Fig. 1: routed metal, one colour a layer
(1 px per µm)
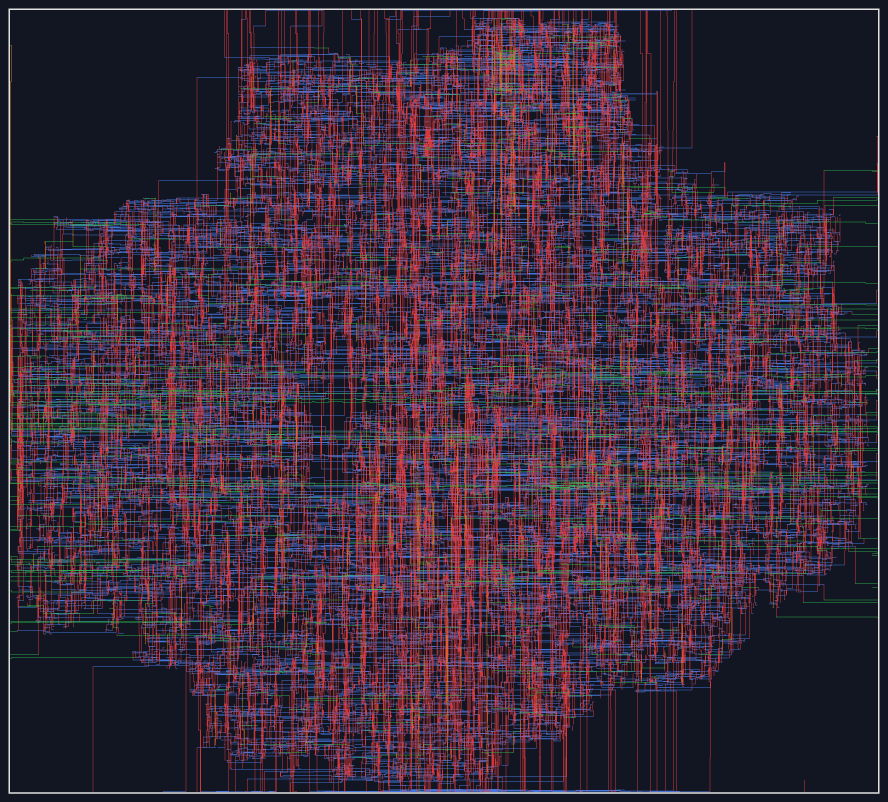
Fig. 2: I/O nets highlighted
(1 px per µm)
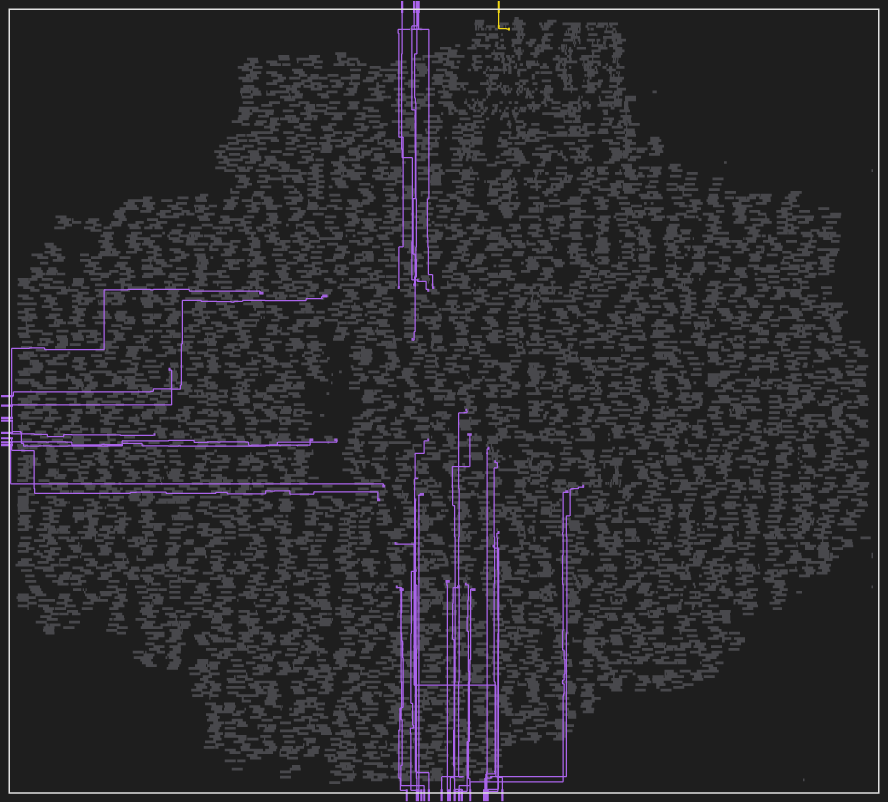
Fig. 3: where the registers sit
(1 px per µm) Other sequential cells in the stronger grey, the rest of the logic in the fainter grey.
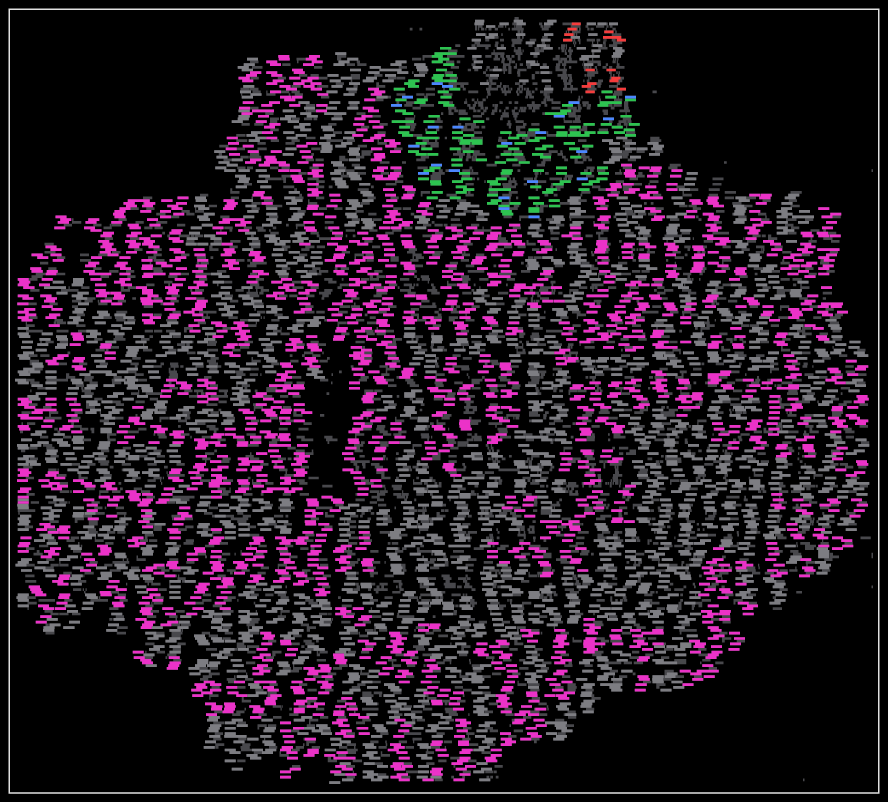
### src/rtl/jx2_ic_tile_d.sv
// Two-bank (even/odd 16-byte tile) direct-mapped instruction cache with a
// 32-bit fetch window that may straddle tiles and blocks; fills are 32-byte lines.
module jx2_ic_tile_d #(
    parameter int IC_LINES = 16,
    parameter int PA_BITS  = 20
) (
    input  logic               clock,
    input  logic               reset,
    input  logic [31:0]        regInPc,
    input  logic               icFlush,
    output logic [31:0]        regOutPcVal,
    output logic [1:0]         regOutPcOK,
    input  logic [255:0]       memPcData,
    input  logic [1:0]         memPcOK,
    output logic [PA_BITS-1:0] memPcAddr,
    output logic               memPcOE
);

    localparam int IDX_W = $clog2(IC_LINES);
    localparam int BLK_W = PA_BITS - 5;
    localparam int TAG_W = BLK_W - IDX_W;

    localparam logic [1:0] ST_READY = 2'b00;
    localparam logic [1:0] ST_OK    = 2'b01;
    localparam logic [1:0] ST_HOLD  = 2'b10;
    localparam logic [1:0] ST_FAULT = 2'b11;

    typedef enum logic [1:0] {S_IDLE, S_REQ, S_RELEASE, S_FAULT} state_t;

    state_t             state_q, state_d;
    logic               oe_q, oe_d;
    logic [PA_BITS-1:0] addr_q, addr_d;
    logic [BLK_W-1:0]   fault_blk_q, fault_blk_d;
    logic               flush_pend_q, flush_pend_d;
    logic [IC_LINES-1:0] even_vld_q, even_vld_d, odd_vld_q, odd_vld_d;

    logic [127:0]       even_tile_q [IC_LINES];
    logic [127:0]       odd_tile_q  [IC_LINES];
    logic [TAG_W-1:0]   even_tag_q  [IC_LINES];
    logic [TAG_W-1:0]   odd_tag_q   [IC_LINES];

    logic [2:0]         pc_w_s, w_nx_s;
    logic               pc_t_s;
    logic [BLK_W-1:0]   blk_s, blk1_s, miss_blk_s, req_blk_s;
    logic [IDX_W-1:0]   idx_s, idx1_s, req_idx_s;
    logic [TAG_W-1:0]   tag_s, tag1_s, req_tag_s;
    logic [127:0]       tile_a_s, tile_b_s;
    logic               a_ok_s, b_ok_s, hit_s, fault_match_s, fill_we_s;
    logic [15:0]        hw_lo_s, hw_hi_s;
    logic               pc_unused_s;

    assign pc_w_s      = regInPc[3:1];
    assign pc_t_s      = regInPc[4];
    assign blk_s       = regInPc[PA_BITS-1:5];
    assign blk1_s      = blk_s + BLK_W'(1);
    assign idx_s       = blk_s[IDX_W-1:0];
    assign tag_s       = blk_s[BLK_W-1:IDX_W];
    assign idx1_s      = blk1_s[IDX_W-1:0];
    assign tag1_s      = blk1_s[BLK_W-1:IDX_W];
    assign req_blk_s   = addr_q[PA_BITS-1:5];
    assign req_idx_s   = req_blk_s[IDX_W-1:0];
    assign req_tag_s   = req_blk_s[BLK_W-1:IDX_W];
    assign pc_unused_s = ^{regInPc[31:PA_BITS], regInPc[0]};

    // Tile A holds halfword w; tile B supplies the next halfword when w wraps.
    always_comb begin
        if (pc_t_s) begin
            tile_a_s = odd_tile_q[idx_s];
            a_ok_s   = odd_vld_q[idx_s] && (odd_tag_q[idx_s] == tag_s);
            tile_b_s = even_tile_q[idx1_s];
            b_ok_s   = even_vld_q[idx1_s] && (even_tag_q[idx1_s] == tag1_s);
        end else begin
            tile_a_s = even_tile_q[idx_s];
            a_ok_s   = even_vld_q[idx_s] && (even_tag_q[idx_s] == tag_s);
            tile_b_s = odd_tile_q[idx_s];
            b_ok_s   = odd_vld_q[idx_s] && (odd_tag_q[idx_s] == tag_s);
        end
    end

    // Hit detection, missing-block selection and fetch window assembly.
    always_comb begin
        hit_s   = a_ok_s && ((pc_w_s != 3'd7) || b_ok_s);
        w_nx_s  = pc_w_s + 3'd1;
        hw_lo_s = tile_a_s[{pc_w_s, 4'b0000} +: 16];
        if (!a_ok_s) begin
            miss_blk_s = blk_s;
        end else if (pc_t_s) begin
            miss_blk_s = blk1_s;
        end else begin
            miss_blk_s = blk_s;
        end
        if (pc_w_s == 3'd7) begin
            hw_hi_s = tile_b_s[15:0];
        end else begin
            hw_hi_s = tile_a_s[{w_nx_s, 4'b0000} +: 16];
        end
    end

    assign fault_match_s = (state_q == S_FAULT) && !hit_s && (miss_blk_s == fault_blk_q);
    assign regOutPcVal   = {hw_hi_s, hw_lo_s};
    assign regOutPcOK    = fault_match_s ? ST_FAULT : (hit_s ? ST_OK : ST_HOLD);
    assign memPcOE       = oe_q;
    assign memPcAddr     = addr_q;

    // Fill/fault sequencing and valid-bit maintenance.
    always_comb begin
        state_d      = state_q;
        oe_d         = oe_q;
        addr_d       = addr_q;
        fault_blk_d  = fault_blk_q;
        flush_pend_d = flush_pend_q;
        fill_we_s    = 1'b0;
        even_vld_d   = even_vld_q;
        odd_vld_d    = odd_vld_q;
        case (state_q)
            S_IDLE: begin
                flush_pend_d = 1'b0;
                if (!hit_s && !icFlush) begin
                    state_d = S_REQ;
                    oe_d    = 1'b1;
                    addr_d  = {miss_blk_s, 5'b00000};
                end else begin
                    state_d = S_IDLE;
                end
            end
            S_REQ: begin
                if (icFlush) begin
                    flush_pend_d = 1'b1;
                end else begin
                    flush_pend_d = flush_pend_q;
                end
                if (memPcOK == ST_OK) begin
                    fill_we_s = 1'b1;
                    oe_d      = 1'b0;
                    state_d   = S_RELEASE;
                end else if (memPcOK == ST_FAULT) begin
                    oe_d        = 1'b0;
                    fault_blk_d = req_blk_s;
                    state_d     = S_FAULT;
                end else begin
                    state_d = S_REQ;
                end
            end
            S_RELEASE: begin
                if (memPcOK != ST_OK) begin
                    state_d = S_IDLE;
                end else begin
                    state_d = S_RELEASE;
                end
            end
            S_FAULT: begin
                if (!fault_match_s && (memPcOK == ST_READY)) begin
                    state_d = S_IDLE;
                end else begin
                    state_d = S_FAULT;
                end
            end
            default: begin
                state_d = S_IDLE;
                oe_d    = 1'b0;
            end
        endcase
        // A flush seen during the request or at the fill edge leaves the line invalid.
        if (fill_we_s && !flush_pend_q && !icFlush) begin
            even_vld_d[req_idx_s] = 1'b1;
            odd_vld_d[req_idx_s]  = 1'b1;
        end else begin
            even_vld_d = even_vld_d;
        end
        if (icFlush) begin
            even_vld_d = '0;
            odd_vld_d  = '0;
        end else begin
            odd_vld_d = odd_vld_d;
        end
    end

    // Control state with asynchronous reset.
    always_ff @(posedge clock or posedge reset) begin
        if (reset) begin
            state_q      <= S_IDLE;
            oe_q         <= 1'b0;
            addr_q       <= '0;
            fault_blk_q  <= '0;
            flush_pend_q <= 1'b0;
            even_vld_q   <= '0;
            odd_vld_q    <= '0;
        end else begin
            state_q      <= state_d;
            oe_q         <= oe_d;
            addr_q       <= addr_d;
            fault_blk_q  <= fault_blk_d;
            flush_pend_q <= flush_pend_d;
            even_vld_q   <= even_vld_d;
            odd_vld_q    <= odd_vld_d;
        end
    end

    // Tile and tag storage; a fill overwrites both banks at the requested index.
    always_ff @(posedge clock) begin
        if (fill_we_s && !reset) begin
            even_tile_q[req_idx_s] <= memPcData[127:0];
            odd_tile_q[req_idx_s]  <= memPcData[255:128];
            even_tag_q[req_idx_s]  <= req_tag_s;
            odd_tag_q[req_idx_s]   <= req_tag_s;
        end
    end

endmodule

### config.mk
export PLATFORM = sky130hd
export DESIGN_NAME = jx2_ic_tile_d
export DESIGN_NICKNAME = d
export VERILOG_FILES = /design/src/rtl/jx2_ic_tile_d.sv
export SDC_FILE = /design/constraint.sdc
export NUM_CORES = 2
export LEC_CHECK = 0
export ABC_CLOCK_PERIOD_IN_PS = 17600
export CORE_ASPECT_RATIO = 0.9
export CORE_MARGIN = 5
export CORE_UTILIZATION = 26
export CTS_CLUSTER_DIAMETER = 50
export DETAILED_ROUTE_END_ITERATION = 7
export DONT_BUFFER_PORTS = 1
export PLACE_DENSITY = 0.37
export SYNTH_ARGS = -nofsm -noshare
export SYNTH_HDL_FRONTEND = slang
export SYNTH_MEMORY_MAX_BITS = 65536
export SYNTH_SLANG_ARGS = --single-unit
### constraint.sdc
create_clock -name clock -period 17.6 [get_ports clock]
set_clock_uncertainty 0.2 [all_clocks]
set_input_delay 1.76 -clock clock [delete_from_list [all_inputs] [get_ports clock]]
set_output_delay 1.76 -clock clock [all_outputs]
set_load 0.02 [all_outputs]
==> impl_results.rst <==
Physical design figures
=======================

.. list-table::
   :header-rows: 1

   * - Metric
     - Value
   * - Result of the run
     - finished, violations left
   * - Failing checks
     - slew limit
   * - Number of warnings reported in the yosys synthesis log
     - 0
   * - Period Utilization, post-route
     - 0.618
   * - Clock Tree Buf Depth
     - 4
   * - Shortest period the worst path allows
     - 10.88 ns
   * - Number of sequential cells
     - 4338
   * - Total Nets Final
     - 8121
   * - Setup repair after global routing missed its margin
     - false
   * - Post-synthesis instance total
     - between 7000 and 8000
   * - Crit Reg-Reg Endpoint
     - odd_tile_q[8][90]
   * - Horizontal die dimension
     - approximately 870 µm
   * - MUX area fraction
     - 0.196
   * - Endpoint of the worst setup timing path
     - regOutPcVal[21]
   * - Initial antenna violation count
     - 35
   * - Met3 Wirelength
     - 33.5 mm
   * - Post-layout instance area
     - 0.202 mm²
   * - Number of buffers added by the clock tree synthesis step
     - roughly 560
   * - Post-synthesis share of cell area spent on full adders, half adders and majority gates
     - 0.000276
   * - Hold EP
     - odd_vld_q[9]
   * - Global routing's busiest layer
     - met2
   * - Num rows
     - 283
   * - Number of slew-limit violations in the final report
     - 50
   * - Buffer and inverter count on the worst path
     - 5
   * - First-pass GRT wire length
     - 756 mm
   * - Met2 global-route usage
     - 0.274
   * - Final-report hold violation count
     - 0
   * - Share of Yosys cell area claimed by the top area cell type
     - 0.745
   * - Sequential cell area
     - 0.130 mm²
   * - Core region area
     - approximately 0.66 mm²
   * - Core Util at FP
     - 0.261
   * - Clock Network Area Fraction
     - 0.0918
   * - Warning total across the stage logs
     - 84
   * - Worst Reg-to-Reg Cells
     - 8
   * - Number of top-level pins
     - roughly 350
   * - Highest cell delay on the worst timing path
     - 0.91 ns
   * - Drt first pass iters
     - 6
   * - Chip area estimate from yosys synthesis
     - 0.172 mm²
   * - Pin count of the biggest net entering global routing
     - 305
   * - Data arrival at the endpoint of the critical path
     - 8.92 ns
   * - Clock-pin slew reported for the worst setup and hold paths after clock tree synthesis
     - 0.05 ns
   * - Post-place instance area
     - 0.183 mm²
   * - Total internal power
     - 18.9 mW
   * - Logic area
     - 0.0400 mm²
   * - Buffers, non-clock
     - a little over 200
About Fig. 1:
[orange] metal 4 | wire length: 11000 µm
[blue] metal 1 | wire length: 232 mm
[green] metal 3 | wire length: 33.5 mm
[red] metal 2 | wire length: 277 mm

About Fig. 2:
[yellow] `reset` | bits: 1 | direction: input | end cells: 2 | buffers: 0 | wire: 29.4 µm
[purple] `regOutPcVal` | bits: 32 | direction: output | end cells: 32 | buffers: 18 | wire: 9980 µm

About Fig. 3:
[blue] `even_tag_q` | placed flops: 22 | where: top centre
[red] `even_vld_q` | placed flops: 16
[green] `odd_tag_q` | placed flops: 154 | where: top centre
[magenta] `even_tile_q` | placed flops: 2048

==> cells in the final DEF, fill, tap and decap left out, types with 12 or more instances in the layout <==
master / instances
sky130_fd_sc_hd__edfxtp_1: 4272
sky130_fd_sc_hd__mux4_2: 1332
sky130_fd_sc_hd__clkbuf_16: 571
sky130_fd_sc_hd__mux2i_1: 258
sky130_fd_sc_hd__nand2_1: 201
sky130_fd_sc_hd__buf_4: 171
sky130_fd_sc_hd__nor2_1: 130
sky130_fd_sc_hd__o21ai_0: 111
sky130_fd_sc_hd__clkbuf_1: 104
sky130_fd_sc_hd__clkinv_1: 81
sky130_fd_sc_hd__mux2_2: 72
sky130_fd_sc_hd__clkinv_2: 68
sky130_fd_sc_hd__dfrtp_1: 66
sky130_fd_sc_hd__a21oi_1: 54
sky130_fd_sc_hd__bufinv_16: 52
sky130_fd_sc_hd__o22ai_1: 49
sky130_fd_sc_hd__a221oi_1: 48
sky130_fd_sc_hd__xnor2_1: 45
sky130_fd_sc_hd__clkinvlp_4: 42
sky130_fd_sc_hd__o221ai_1: 40
sky130_fd_sc_hd__inv_6: 32
sky130_fd_sc_hd__nand3_1: 31
sky130_fd_sc_hd__xor2_1: 27
sky130_fd_sc_hd__a211oi_1: 23
sky130_fd_sc_hd__a22oi_1: 21
sky130_fd_sc_hd__o211ai_1: 19
sky130_fd_sc_hd__o21ai_1: 19
sky130_fd_sc_hd__buf_16: 18
sky130_fd_sc_hd__clkinv_4: 17
sky130_fd_sc_hd__clkinv_8: 17
sky130_fd_sc_hd__buf_12: 17
sky130_fd_sc_hd__nor2_4: 16
sky130_fd_sc_hd__nand2b_1: 14
sky130_fd_sc_hd__inv_1: 14
sky130_fd_sc_hd__a211oi_2: 14
sky130_fd_sc_hd__nor2b_1: 12
sky130_fd_sc_hd__a21o_1: 12
Power and IR drop assume default switching activity.
